==> config.mk <==
export PLATFORM = sky130hd
export DESIGN_NAME = nand_unit
export DESIGN_NICKNAME = d
export VERILOG_FILES = /design/src/rtl/nand_unit_pkg.sv /design/src/rtl/nand_slice.sv /design/src/rtl/nand_unit.sv
export SDC_FILE = /design/constraint.sdc
export NUM_CORES = 1
export LEC_CHECK = 0
export CORE_AREA = 2 2 39 41
export CTS_CLUSTER_DIAMETER = 120
export DETAILED_ROUTE_END_ITERATION = 6
export DIE_AREA = 0 0 41 43
export PLACE_DENSITY = 0.3
export SYNTH_ARGS = -nofsm -noshare
export SYNTH_HDL_FRONTEND = slang
export SYNTH_SLANG_ARGS = --single-unit
==> constraint.sdc <==
create_clock -name clk -period 0.9 [get_ports clk]
set_input_delay 0.27 -clock clk [delete_from_list [all_inputs] [get_ports clk]]
set_output_delay 0.27 -clock clk [all_outputs]
set_load 0.01 [all_outputs]
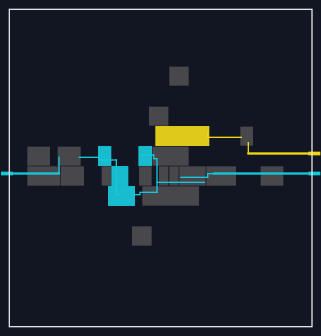
Figure 1: port wiring.
| color | port | bits | direction | edge | end cells | buffers | wire |
|---|---|---|---|---|---|---|---|
| yellow | out_valid | 1 | output | east | 1 | 1 | 15.0 um |
| cyan | op | 2 | input | 1 east, 1 west | 4 | 2 | 54.3 um |
Port Buffers: 8
num ports: 9

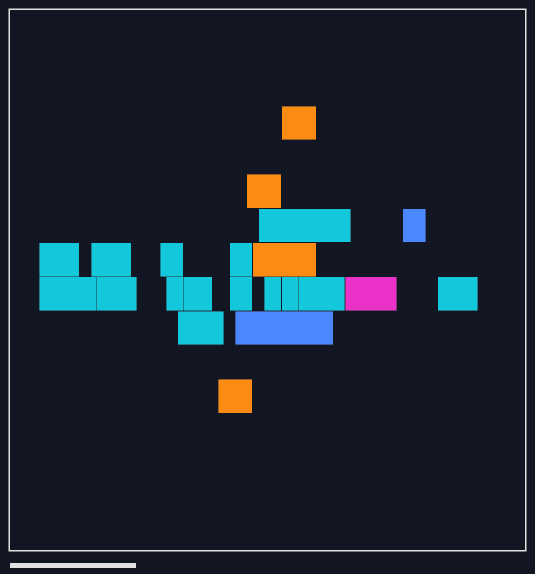
Figure 2: drive-strength map.
Bar = 10 um.
| color | size | cells |
|---|---|---|
| cyan | drive 1 or less | 15 |
| magenta | drive 6 and up | 1 |
| blue | drive 2 | 2 |
| orange | drive 3 to 4 | 4 |
nonclk buf count: 8
area grow syn2layout: 134%

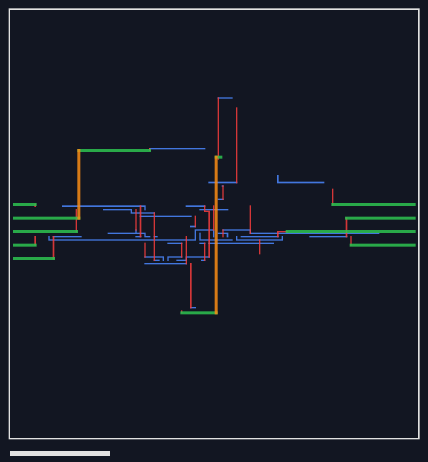
Figure 3: routed metal, one color a layer.
Bar = 10 um.
| color | layer | wire length |
|---|---|---|
| red | met2 | 61.6 um |
| orange | met4 | 22.4 um |
| blue | met1 | 121 um |
| green | met3 | 65.6 um |
via count: 122
final WL: 270 um
drt wl/cell: 7.11 um
Total GRT Usage: 0.0481

==> flow_summary.toml <==
# flow metrics
[floorplanning]
rows = 14
initCoreUtil = 0.0660

[job]
warning_count = 28

[timing]
fin_crit_sh = 1.02
worstMarginPinSlew_ns = 0.153
setup_viol = 2
whs_ns = 0.307
fin_crit_ns = 0.914
setup_ws_ns = -0.0139
fin_setup_tns_ns = -0.0157
maxSlewHeadroom = 0.897

[setup_path]
slowest_delay_ns = 0.31
worstPathRequired_ns = 0.63
crit_path_start_kind = "flop"
rr_worst_depth = 2
crit_family = "flip-flops"
r2r_slack_ns = 0.38

[synth]
yosys_area_um2 = 91.3
synth_cell_types = 8
ys_cells = 11
ys_seq_share = 0.438
top_area_frac = 0.438
yosysWarnings = 0
ys_ff = 2

[route]
drc = 0
antenna_left = 0

[clocking]
htree_levels = 1
post_cts_buffers = 0
cts_tree = "done"
ctsResizeCount = 16

[outcome]
violations = "negative setup slack"
status = "finished, violations left"

[power]
power_mw = 0.347
p_int_mw = 0.276
pg_comb_mw = 0.0530
pg_clk_mw = 0.195
p_per_area_mw_per_mm2 = 1620
p_sw_mw = 0.0707

[finish]
fillCellCount = 156
lay_top_count = "dlygate4sd2_1"
final_layout_size_suffix_gt1_frac = 0.318
lay_top_cells = "dlygate4sd2_1, clkbuf_4, nand2_1, o21ai_1"
logic_area_um2 = 56.3

[min_path]
hold_path_depth = 2
hold_class = "in -> reg"

[placed_design]
dp_slack_ns = -0.294

[global_route]
grt_pass1_wl_um = 448
antenna_found_initial = 0
## cell type report
cell class                 count  area share
timing repair buffer           8       0.345
multi-input combinational      9       0.263
sequential                     2       0.193
clock buffer                   3       0.105
tap                           16      0.0936
## per-layer routing
metal  track usage  share of wire  up-vias
met5             0              0        -
met4        0.0800          0.081        0
met3        0.0471           0.24        4
met2        0.0344           0.23       11
met1        0.0511           0.44       46
li1              -              -       61
## cells by family after synthesis
family / after synthesis / synth area share
compound gates: 4 / 0.274
simple gates: 5 / 0.288
flops: 2 / 0.438
## Yosys cell counts
master    instances
dfxtp_1           2
nand2_1           2
o21ai_1           1
nor2_1            1
o21ai_0           2
nand2b_1          1
o211a_1           1
nor2b_2           1
